==> run_1/m3.png <==
Scale bar: 100 µm. Cells faint in the background.
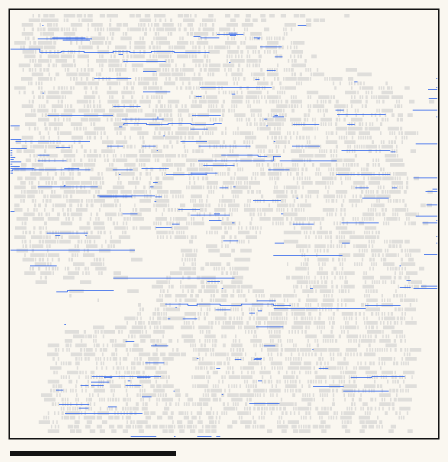
==> run_1/gates.png <==
Scale bar: 100 µm.
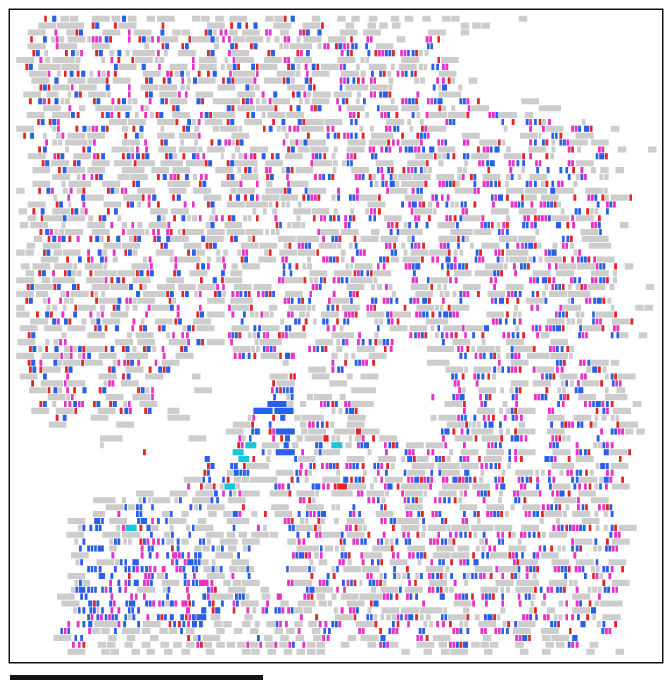
==> run_1/congestion_map.png <==
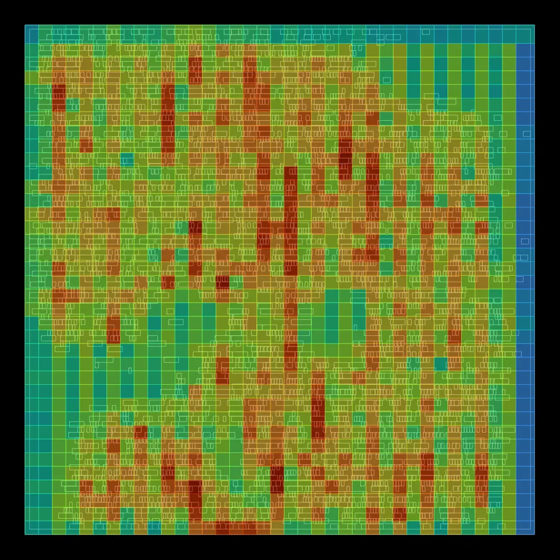
--- src/rtl/mmio_store_monitor.sv ---
// mmio_store_monitor
//   Watches a processor store bus. Aligned stores that fall inside the
//   address window [WIN_LO, WIN_HI] are queued in a show-ahead FIFO that a
//   consumer drains through a valid/ready handshake. The block also counts
//   every store, flags dropped (overflow) and misaligned stores, and
//   decides the test outcome from the first store to PASS_ADDR.
//
// Ports
//   clk        : single clock, all state changes on its rising edge
//   rst        : synchronous active-low reset
//   we_mem     : store strobe, one store per high cycle
//   addr_mem   : store byte address
//   write_data : store data
//   out_valid  : FIFO head valid
//   out_ready  : consumer accepts the head
//   out_addr   : head address (0 until the first push after reset)
//   out_data   : head data    (0 until the first push after reset)
//   fifo_count : FIFO occupancy
//   store_cnt  : saturating count of all stores
//   overflow   : sticky, an in-window aligned store was dropped
//   misalign   : sticky, a store had addr_mem[1:0] != 0
//   done       : test result has been written
//   pass       : test result equalled PASS_DATA
module mmio_store_monitor #(
  parameter int unsigned DEPTH     = 8,
  parameter logic [31:0] WIN_LO    = 32'd64,
  parameter logic [31:0] WIN_HI    = 32'd127,
  parameter logic [31:0] PASS_ADDR = 32'd84,
  parameter logic [31:0] PASS_DATA = 32'd7
) (
  input  logic                     clk,
  input  logic                     rst,
  input  logic                     we_mem,
  input  logic [31:0]              addr_mem,
  input  logic [31:0]              write_data,
  output logic                     out_valid,
  input  logic                     out_ready,
  output logic [31:0]              out_addr,
  output logic [31:0]              out_data,
  output logic [$clog2(DEPTH):0]   fifo_count,
  output logic [31:0]              store_cnt,
  output logic                     overflow,
  output logic                     misalign,
  output logic                     done,
  output logic                     pass
);

  localparam int unsigned PTR_W = $clog2(DEPTH);
  localparam int unsigned CNT_W = PTR_W + 1;
  localparam int unsigned ENT_W = 64;

  typedef enum logic [1:0] {
    ST_RUN  = 2'd0,
    ST_PASS = 2'd1,
    ST_FAIL = 2'd2
  } state_t;

  // FIFO storage and pointers
  logic [ENT_W-1:0] mem_q [DEPTH];
  logic [ENT_W-1:0] mem_d [DEPTH];
  logic [PTR_W-1:0] wr_ptr_q, wr_ptr_d;
  logic [PTR_W-1:0] rd_ptr_q, rd_ptr_d;
  logic [CNT_W-1:0] count_q, count_d;
  logic             out_valid_q, out_valid_d;

  // Status
  logic [31:0]      store_cnt_q, store_cnt_d;
  logic             overflow_q, overflow_d;
  logic             misalign_q, misalign_d;

  // Result FSM
  state_t           state_q, state_d;
  logic             done_q, done_d;
  logic             pass_q, pass_d;

  // Store classification
  logic aligned;
  logic in_win;
  logic full;
  logic pop;
  logic eligible;
  logic push;
  logic drop;

  // Classify the current store and the handshake on the FIFO head
  always_comb begin
    aligned  = (addr_mem[1:0] == 2'b00);
    in_win   = (addr_mem >= WIN_LO) && (addr_mem <= WIN_HI);
    full     = (count_q == CNT_W'(DEPTH));
    pop      = out_valid_q && out_ready;
    eligible = we_mem && aligned && in_win;
    // A full FIFO still accepts a store when the head leaves on the same edge
    push     = eligible && (!full || pop);
    drop     = eligible && full && !pop;
  end

  // FIFO next state; pointers wrap naturally because DEPTH is a power of two
  always_comb begin
    mem_d       = mem_q;
    wr_ptr_d    = wr_ptr_q;
    rd_ptr_d    = rd_ptr_q;
    count_d     = count_q;
    if (push) begin
      mem_d[wr_ptr_q] = {addr_mem, write_data};
      wr_ptr_d        = wr_ptr_q + PTR_W'(1);
    end
    if (pop) begin
      rd_ptr_d = rd_ptr_q + PTR_W'(1);
    end
    case ({push, pop})
      2'b10:   count_d = count_q + CNT_W'(1);
      2'b01:   count_d = count_q - CNT_W'(1);
      default: count_d = count_q;
    endcase
    out_valid_d = (count_d != CNT_W'(0));
  end

  // Store counter and sticky error flags
  always_comb begin
    store_cnt_d = store_cnt_q;
    if (we_mem && (store_cnt_q != 32'hFFFF_FFFF)) begin
      store_cnt_d = store_cnt_q + 32'd1;
    end
    overflow_d = overflow_q | drop;
    misalign_d = misalign_q | (we_mem && !aligned);
  end

  // Result FSM: state register
  always_ff @(posedge clk) begin
    if (!rst) begin
      state_q <= ST_RUN;
    end else begin
      state_q <= state_d;
    end
  end

  // Result FSM: next state; only the first store to PASS_ADDR decides
  always_comb begin
    state_d = state_q;
    if ((state_q == ST_RUN) && we_mem && (addr_mem == PASS_ADDR)) begin
      state_d = (write_data == PASS_DATA) ? ST_PASS : ST_FAIL;
    end
  end

  // Result FSM: outputs, decoded from next state so the flops track the state
  always_comb begin
    done_d = (state_d != ST_RUN);
    pass_d = (state_d == ST_PASS);
  end

  // Datapath and status registers
  always_ff @(posedge clk) begin
    if (!rst) begin
      mem_q       <= '{default: '0};
      wr_ptr_q    <= '0;
      rd_ptr_q    <= '0;
      count_q     <= '0;
      out_valid_q <= 1'b0;
      store_cnt_q <= '0;
      overflow_q  <= 1'b0;
      misalign_q  <= 1'b0;
      done_q      <= 1'b0;
      pass_q      <= 1'b0;
    end else begin
      mem_q       <= mem_d;
      wr_ptr_q    <= wr_ptr_d;
      rd_ptr_q    <= rd_ptr_d;
      count_q     <= count_d;
      out_valid_q <= out_valid_d;
      store_cnt_q <= store_cnt_d;
      overflow_q  <= overflow_d;
      misalign_q  <= misalign_d;
      done_q      <= done_d;
      pass_q      <= pass_d;
    end
  end

  // Show-ahead head; storage is cleared on reset so the head reads 0 until a push
  assign out_valid  = out_valid_q;
  assign out_addr   = mem_q[rd_ptr_q][63:32];
  assign out_data   = mem_q[rd_ptr_q][31:0];
  assign fifo_count = count_q;
  assign store_cnt  = store_cnt_q;
  assign overflow   = overflow_q;
  assign misalign   = misalign_q;
  assign done       = done_q;
  assign pass       = pass_q;

endmodule

--- config.mk ---
export PLATFORM = sky130hd
export DESIGN_NAME = mmio_store_monitor
export DESIGN_NICKNAME = d
export VERILOG_FILES = /design/src/rtl/mmio_store_monitor.sv
export SDC_FILE = /design/constraint.sdc
export NUM_CORES = 1
export LEC_CHECK = 0
export ABC_AREA = 1
export CORE_MARGIN = 2
export CORE_UTILIZATION = 40
export DETAILED_ROUTE_END_ITERATION = 10
export SLEW_MARGIN = 20
export SYNTH_ARGS = -nofsm -noshare
export SYNTH_HDL_FRONTEND = slang
export SYNTH_SLANG_ARGS = --single-unit
--- constraint.sdc ---
create_clock -name clk -period 5.5 [get_ports clk]
set_clock_uncertainty 0.15 [all_clocks]
set_input_delay 1.1 -clock clk [delete_from_list [all_inputs] [get_ports clk]]
set_output_delay 1.1 -clock clk [all_outputs]
set_load 0.005 [all_outputs]
==> run summary, run 1 <==
I/O pin count = 173
Placed cell count = 4709
Min-delay src = mem_q[315]$_SDFFE_PN0P_
Synth area leader = dfxtp_1
Synth Area per Inst = 6.538 µm²
Critical path startpoint category = flop
Core area = 64120 µm²
Sequential share of power = 0.417
Synth Area in Simple Gates = 0.3085
First-pass GRT wire length = 111600 µm
Layout cells sized above 1 = 0.05150
CTS Buffer Depth = 3
Placed cell areas = 27520 µm²
Power per cell area = 332.2 nW/µm²
Input/output buffers = 172
Die width = 257.8 µm
Synth area leaders = dfxtp_1 44%, nor2_1 13%, nand2_1 11%, inv_1 8.0%, o21ai_0 5.2%
Status = finished clean
Synthesized registers = 561
FP Util = 0.4018
CP Class = flop to primary output
Synth Cell Area = 25760 µm²
Setup bufs post-CTS = 0
Vias in the first global route = 21035
Pin count of the biggest net entering global routing = 194
Comb gate area = 11090 µm²
Tool warnings = 37
Syn Nets = 4014
Adder share = 0.002914
Clk root buf = clkbuf_16
Count of final setup violators = 0
Compound Share, Synth = 0.1112
Ant diodes = 0
Final Util = 0.4611
Met3 Wirelength = 2412 µm
Cells after Synth = 3940
Setup TNS = 0 ns
Worst EP required = 4.25 ns
Sw frac = 0.2768
DRC = 0
Leakage = 14.87 nW
GR Util met2 = 0.3546
Sw power = 2.719 mW
Slowest stage delay, CP = 0.57 ns
Relative slew slack = 0.3373
Share of power burned in combinational logic = 0.162
Biggest Area Class = registers
Most frequent cells in the layout = 910 x nor2_1, 728 x nand2_1, 559 x dfxtp_1
Crit path time final = 4.649 ns
Hold Path Class = flop to flop
Synth warn = 0
RSZ-0062 raised after global routing = false
XOR/XNOR share of the synthesized area = 0.006120
Avg Vias per Cell = 4.700
Hold depth = 2
Cts repair resizes = 0
Fin Hold WS = 0.2997 ns
Sequential cells = 561
Routed Antenna Nets = 0
Chip height = 257.8 µm
Total die area = 66450 µm²
CTS tree = done
P&R area growth vs syn = 14.75%
Crit path buffers/inverters = 4
Worst Hold Endpoint = mem_q[315]$_SDFFE_PN0P_
Flop2flop setup slack = 2.80 ns
Comb power = 1.60 mW
Final Cell Area = 29560 µm²
Number of non-clock buffers in the layout = 205
Nets = 3992
Largest power group = clock
Clock Sinks = 561
Max VDD drop = 0.2707 mV
Fill count = 6542
Max FO, Critical Path = 100
Dominant comb cell = simple AND/OR/NAND/NOR gates
Seq area share = 0.3802
CP endpoint kind = primary output
Initial drt markers = 1279
Inverter count = 553
H-tree Lvls = 2
Yosys Instances = 3940
DPL Wire Length = 38080 µm
GR peak layer = met2
RD Place Congestion = 0.8229
Slowest cell on the critical path = clkdlybuf4s50_1
Number of logic gates = 2536
R2R depth = 9
P_clk = 4.13 mW
GRT overflow = 0
Notes on m3.png above:
- wire length on this layer: 2410 µm
- main direction: horizontal
- share of all routed wire: 3.5%
- longest straight run: 74.8 µm
Post-Route WL: 68410 µm
met3 Use GR: 0.02689
via count: 22637

Notes on gates.png above:
- cyan: fa/ha/maj cells (cells 6; most used ha_1)
- magenta: nor cells (cells 917; most used nor2_1; where all over the die)
- red: inv cells (cells 553; most used inv_1; where all over the die)
- blue: nand cells (cells 1046; most used nand2_1; where all over the die)
non-filler instance count after layout: 4816
Top cell excl fill/tap: nor2_1
Comb area share: 0.3751

Notes on congestion_map.png above:
Total GRT Usage: 0.2030
wire length per cell: 14.20 µm
met1 Resource Use GR: 0.2652

[run 1: how the worst max path moves through the flow]
stage               slack (ns)  cells after the start                     start                   end
detailed placement        0.91                     15                    we_mem  out_valid$_SDFF_PN0_
CTS                       0.74                      7  rd_ptr_q[0]$_SDFFE_PN0P_           out_addr[9]
global route              0.57                      8  rd_ptr_q[0]$_SDFFE_PN0P_           out_addr[9]
finish                    0.85                      8  rd_ptr_q[0]$_SDFFE_PN0P_           out_addr[9]
global placement          0.93                     15                    we_mem  out_valid$_SDFF_PN0_
floorplan                 2.19                     15               addr_mem[0]  out_valid$_SDFF_PN0_
[run 1: state kept, by name, indices dropped and copies added (netlist names)]
register,cells
state_q,2
fifo_count,4
pass,1
done,1
wr_ptr_q,3
overflow,1
misalign,1
rd_ptr_q,3
mem_q,512
store_cnt,32
out_valid,1
==> run_1/closeup.png <==
Scale bar: 10 µm. Window x 173 to 213, y 44 to 84 µm. Cells in grey, sequential cells in the stronger grey; small squares are vias.
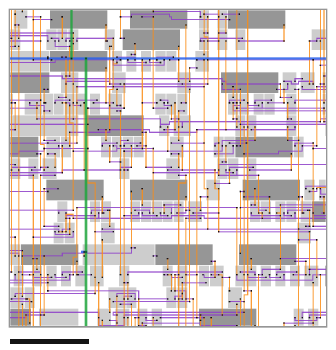

--- run 2 (diff from run 1) ---
==> constraint.sdc (replaced) <==
create_clock -name clk -period 4.3 [get_ports clk]
set_clock_uncertainty 0.15 [all_clocks]
set_input_delay 0.86 -clock clk [delete_from_list [all_inputs] [get_ports clk]]
set_output_delay 0.86 -clock clk [all_outputs]
set_load 0.005 [all_outputs]
==> run_2/closeup.png <==
Scale bar: 10 µm. Window x 173 to 213, y 44 to 84 µm. Cells in grey, sequential cells in the stronger grey; small squares are vias.
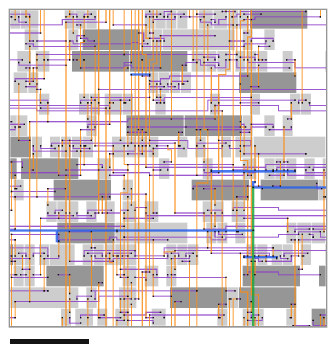
- orange: M2
- purple: M1
- blue: M3
- green: M4
- most frequent: nor2_1 (41), nand2_1 (36), inv_1 (21)
- netlist names of flops here include: mem_q (16)
- sequential cells in the window: 16
- cells with their middle in the window: 145

==> run 2 against run 1 <==
Synthesized area is the same. Cell count increased by 0.44%. Highest routed layer unchanged. Sequential power grew 29%. Via count is essentially flat. Largest power group unchanged. Worst setup slack lost 0.69 ns. Global-route usage increased by 0.15 points. Combinational power increased by 28%. Wire length is essentially flat. Clock power is about 30% higher.
==> run summary, run 2 <==
Status = finished clean (unchanged)
GR Util met2 = 0.3486 (was 0.3546)
Synthesized registers = 561 (unchanged)
Max FO, Critical Path = 135 (was 100)
Non-filler instance count after layout = 4837 (was 4816)
CP Capture Point = out_data[24] (was out_addr[9])
Critical path startpoint category = flop (unchanged)
Chip height = 257.8 µm (unchanged)
H-tree Lvls = 3 (was 2)
Hold depth = 2 (unchanged)
XOR/XNOR share of the synthesized area = 0.006120 (unchanged)
CP Class = flop to primary output (unchanged)
Routed Antenna Nets = 0 (unchanged)
Met3 Use GR = 0.02915 (was 0.02689)
Setup TNS = 0 ns (unchanged)
Power per cell area = 424.8 nW/µm² (was 332.2 nW/µm²)
Initial drt markers = 1443 (was 1279)
Synth warn = 0 (unchanged)
Yosys Instances = 3940 (unchanged)
Dominant comb cell = simple AND/OR/NAND/NOR gates (unchanged)
I/O pin count = 173 (unchanged)
Total die area = 66450 µm² (unchanged)
Comb area share = 0.3714 (was 0.3751)
Worst Hold Endpoint = mem_q[312]$_SDFFE_PN0P_ (was mem_q[315]$_SDFFE_PN0P_)
Vias in the first global route = 21326 (was 21035)
FP Util = 0.4018 (unchanged)
Adder share = 0.002914 (unchanged)
Max FFs per register = 512 (unchanged)
Fin Hold WS = 0.2997 ns (about the same)
Synth Area per Inst = 6.538 µm² (unchanged)
Worst EP required = 3.29 ns (was 4.25 ns)
Avg Vias per Cell = 4.684 (was 4.700)
Nets = 4014 (was 3992)
Min-delay src = mem_q[312]$_SDFFE_PN0P_ (was mem_q[315]$_SDFFE_PN0P_)
Layout cells sized above 1 = 0.05600 (was 0.05150)
Post-Route WL = 68450 µm (was 68410 µm)
Syn Nets = 4014 (unchanged)
Synth Cell Area = 25760 µm² (unchanged)
Hold Path Class = flop to flop (unchanged)
Crit path time final = 4.136 ns
CTS Buffer Depth = 3 (unchanged)
Seq area share = 0.3764 (was 0.3802)
P&R area growth vs syn = 15.91% (was 14.75%)
R2R depth = 12 (was 9)
Die width = 257.8 µm (unchanged)
Tool warnings = 39 (was 37)
Flop2flop setup slack = 1.80 ns (was 2.80 ns)
GR peak layer = met2 (unchanged)
Synth area leader = dfxtp_1 (unchanged)
Slowest cell on the critical path = clkdlybuf4s50_1 (unchanged)
Total GRT Usage = 0.2044 (was 0.2030)
Slowest stage delay, CP = 0.57 ns (about the same)
GRT overflow = 0 (unchanged)
RD Place Congestion = 0.8088 (was 0.8229)
CTS tree = done (unchanged)
Compound Share, Synth = 0.1112 (unchanged)
Input/output buffers = 172 (unchanged)
Synth Area in Simple Gates = 0.3085 (unchanged)
Cts repair resizes = 0 (unchanged)
Most frequent cells in the layout = 910 x nor2_1, 728 x nand2_1, 559 x dfxtp_1 (unchanged)
Pin count of the biggest net entering global routing = 148 (was 194)
Clock Sinks = 561 (unchanged)
Placed cell areas = 27780 µm² (was 27520 µm²)
Final Util = 0.4657 (was 0.4611)
DPL Wire Length = 39180 µm (was 38080 µm)
Sequential cells = 561 (unchanged)
Placed cell count = 4726 (was 4709)
CP endpoint kind = primary output (unchanged)
Max VDD drop = 0.3090 mV (was 0.2707 mV)
Via count = 22655 (was 22637)
CP Launch Point = rd_ptr_q[0]$_SDFFE_PN0P_ (unchanged)
DRC = 0 (unchanged)
Wire length per cell = 14.15 µm (was 14.20 µm)
Inverter count = 553 (unchanged)
Comb gate area = 11090 µm² (unchanged)
-- run 2: metal layers --
layer | share of wire | vias to the layer above
met5 | 0.00015 | -
met4 | 0.019 | 2
met3 | 0.034 | 93
met2 | 0.47 | 314
met1 | 0.48 | 10234
li1 | - | 12012
-- run 2: power by group --
part,switching [mW],internal [mW]
clock network,2.28,3.10
logic,1.23,0.806
registers,0.0485,5.22
total,3.56,9.12
-- run 2: critical path, delay by kind of cell, from the launching register on --
| kind | cells | cell delay [ns] |
|---|---|---|
| simple gates | 2 | 0.11 |
| flops | 1 | 0.38 |
| buf+inv | 3 | 1.49 |
| compound gates | 2 | 0.44 |
-- run 2: what timing repair did --
| action | in CTS | in global routing |
|---|---|---|
| hold buffers | 0 | 0 |
| setup buffers | 0 | 1 |
| setup endpoints to repair | 0 | 10 |
==> run_2/m1.png <==
Scale bar: 100 µm. Supply wires on this layer in grey.
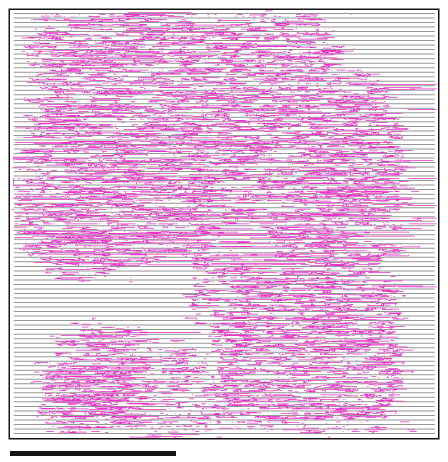

--- run 3 (diff from run 2) ---
==> constraint.sdc (replaced) <==
create_clock -name clk -period 4.7 [get_ports clk]
set_clock_uncertainty 0.15 [all_clocks]
set_input_delay 0.94 -clock clk [delete_from_list [all_inputs] [get_ports clk]]
set_output_delay 0.94 -clock clk [all_outputs]
set_load 0.005 [all_outputs]
==> run_3/m1.png <==
Scale bar: 100 µm. Supply wires on this layer in grey.
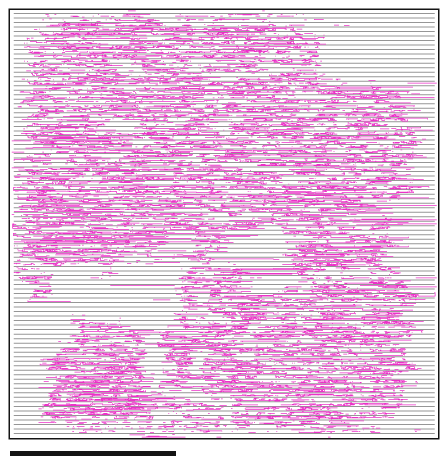
- wire length on this layer: 32.1 mm
- longest straight run: 52.0 µm
- main direction: horizontal
- share of all routed wire: 47%
Post-Route WL: 68770 µm
via count: 22797
met1 Resource Use GR: 0.2658

==> run 3 against run 2 <==
Die size unchanged. Cell area down 0.54%. Clock power down 8.6%. Combinational power down 9%. Synthesized area unchanged. Register-to-register slack better by 0.35 ns. Critical path type unchanged. Via count up 0.63%. Wire length up 0.46%. Count of clock-buffer cells in the layout down 4. Highest routed layer unchanged.
==> run summary, run 3 <==
Status = finished clean (unchanged)
Total GRT Usage = 0.2033 (was 0.2044)
Setup TNS = 0 ns (unchanged)
Sw frac = 0.2774 (was 0.2806)
Biggest Area Class = registers (unchanged)
Row count = 93 (unchanged)
Clk network pwr share = 0.424 (about the same)
CP Launch Point = rd_ptr_q[1]$_SDFFE_PN0P_ (was rd_ptr_q[0]$_SDFFE_PN0P_)
Slowest cell on the critical path = dfxtp_4 (was clkdlybuf4s50_1)
Post-CTS Hold Fix Bufs = 0 (unchanged)
Worst EP required = 3.61 ns (was 3.29 ns)
Initial drt markers = 1334 (was 1443)
Synthesized registers = 561 (unchanged)
Fill count = 6634 (was 6626)
Avg Vias per Cell = 4.724 (was 4.684)
Number of logic gates = 2536 (unchanged)
Cells after Synth = 3940 (unchanged)
H-tree Lvls = 2 (was 3)
DPL Wire Length = 38600 µm (was 39180 µm)
Leakage = 14.92 nW (was 15.02 nW)
Min-delay src = mem_q[38]$_SDFFE_PN0P_ (was mem_q[312]$_SDFFE_PN0P_)
First-pass GRT wire length = 111900 µm (was 112500 µm)
CTS tree = done (unchanged)
Nets = 3997 (was 4014)
Comb gate area = 11090 µm² (unchanged)
Cts repair resizes = 0 (unchanged)
CP Capture Point = out_data[13] (was out_data[24])
Pin count of the biggest net entering global routing = 188 (was 148)
Placed cell count = 4715 (was 4726)
Share of power burned in combinational logic = 0.160 (was 0.161)
Crit path time final = 4.420 ns
Sw power = 3.214 mW (was 3.560 mW)
Ant diodes = 1 (was 0)
DRC = 0 (unchanged)
Top cell excl fill/tap = nor2_1 (unchanged)
Count of final setup violators = 0 (unchanged)
RSZ-0062 raised after global routing = false (unchanged)
Flop2flop setup slack = 2.15 ns (was 1.80 ns)
Relative slew slack = 0.3141 (was 0.4221)
Placed cell areas = 27620 µm² (was 27780 µm²)
Synth Cell Area = 25760 µm² (unchanged)
Max FO, Critical Path = 50 (was 135)
RD Place Congestion = 0.8127 (was 0.8088)
Synth Area in Simple Gates = 0.3085 (unchanged)
P&R area growth vs syn = 15.28% (was 15.91%)
Power per cell area = 390.2 nW/µm² (was 424.8 nW/µm²)
Dominant comb cell = simple AND/OR/NAND/NOR gates (unchanged)
Max VDD drop = 0.3612 mV (was 0.3090 mV)
Worst Hold Endpoint = mem_q[38]$_SDFFE_PN0P_ (was mem_q[312]$_SDFFE_PN0P_)
I/O pin count = 173 (unchanged)
Non-filler instance count after layout = 4826 (was 4837)
Syn Nets = 4014 (unchanged)
GRT overflow = 0 (unchanged)
Clk root buf = clkbuf_16 (unchanged)
Seq area share = 0.3784 (was 0.3764)
Compound Share, Synth = 0.1112 (unchanged)
CTS Buffer Depth = 3 (unchanged)
Input/output buffers = 172 (unchanged)
Synth area leader = dfxtp_1 (unchanged)
Wire length per cell = 14.25 µm (was 14.15 µm)
Fin Hold WS = 0.2976 ns (was 0.2997 ns)
Adder share = 0.002914 (unchanged)
Total die area = 66450 µm² (unchanged)
Sequential share of power = 0.416 (was 0.415)
Synth Area per Inst = 6.538 µm² (unchanged)
Max FFs per register = 512 (unchanged)
Layout cells sized above 1 = 0.05290 (was 0.05600)
Setup bufs post-CTS = 0 (unchanged)
Synth warn = 0 (unchanged)
Vias in the first global route = 21017 (was 21326)
Tool warnings = 41 (was 39)
Comb area share = 0.3734 (was 0.3714)
Die width = 257.8 µm (unchanged)
Hold Path Class = flop to flop (unchanged)
Slowest stage delay, CP = 0.65 ns (was 0.57 ns)
Inverter count = 553 (unchanged)
XOR/XNOR share of the synthesized area = 0.006120 (unchanged)
Cell Int Power = 8.374 mW (was 9.124 mW)
Clock Sinks = 561 (unchanged)
Sequential cells = 561 (unchanged)
Reg with most FFs = mem_q (unchanged)
R2R depth = 13 (was 12)
Hold depth = 2 (unchanged)
Most frequent cells in the layout = 910 x nor2_1, 728 x nand2_1, 559 x dfxtp_1 (unchanged)
Core area = 64120 µm² (unchanged)
## run 3: power groups by stage
stage          Combinational [mW]  Clock [mW]  Sequential, mW
6_report                     1.85        4.92            4.82
5_1_grt                      2.05        5.23            4.82
4_1_cts                      1.88        5.05            4.82
3_5_place_dp                 1.87           0            4.93
3_3_place_gp                 1.88           0            4.93
2_1_floorplan                1.10           0            4.89
## run 3: layer usage
metal	vias to the layer above	part of all wire	global-route usage	wire length [µm]
met5	-	0.00019	0	13
met4	2	0.022	0.05363	1480
met3	84	0.037	0.02768	2529
met2	313	0.47	0.3520	32600
met1	10425	0.47	0.2658	32150
li1	11973	-	-	-
## run 3: worst max-delay path: cells and delay by family (launching register included)
kind,cells,cell delay [ns]
compound gates,3,0.42
simple gates,2,0.12
buf+inv,4,1.44
flops,1,0.65
No activity file was given, so power comes from the tool's default toggle rates.
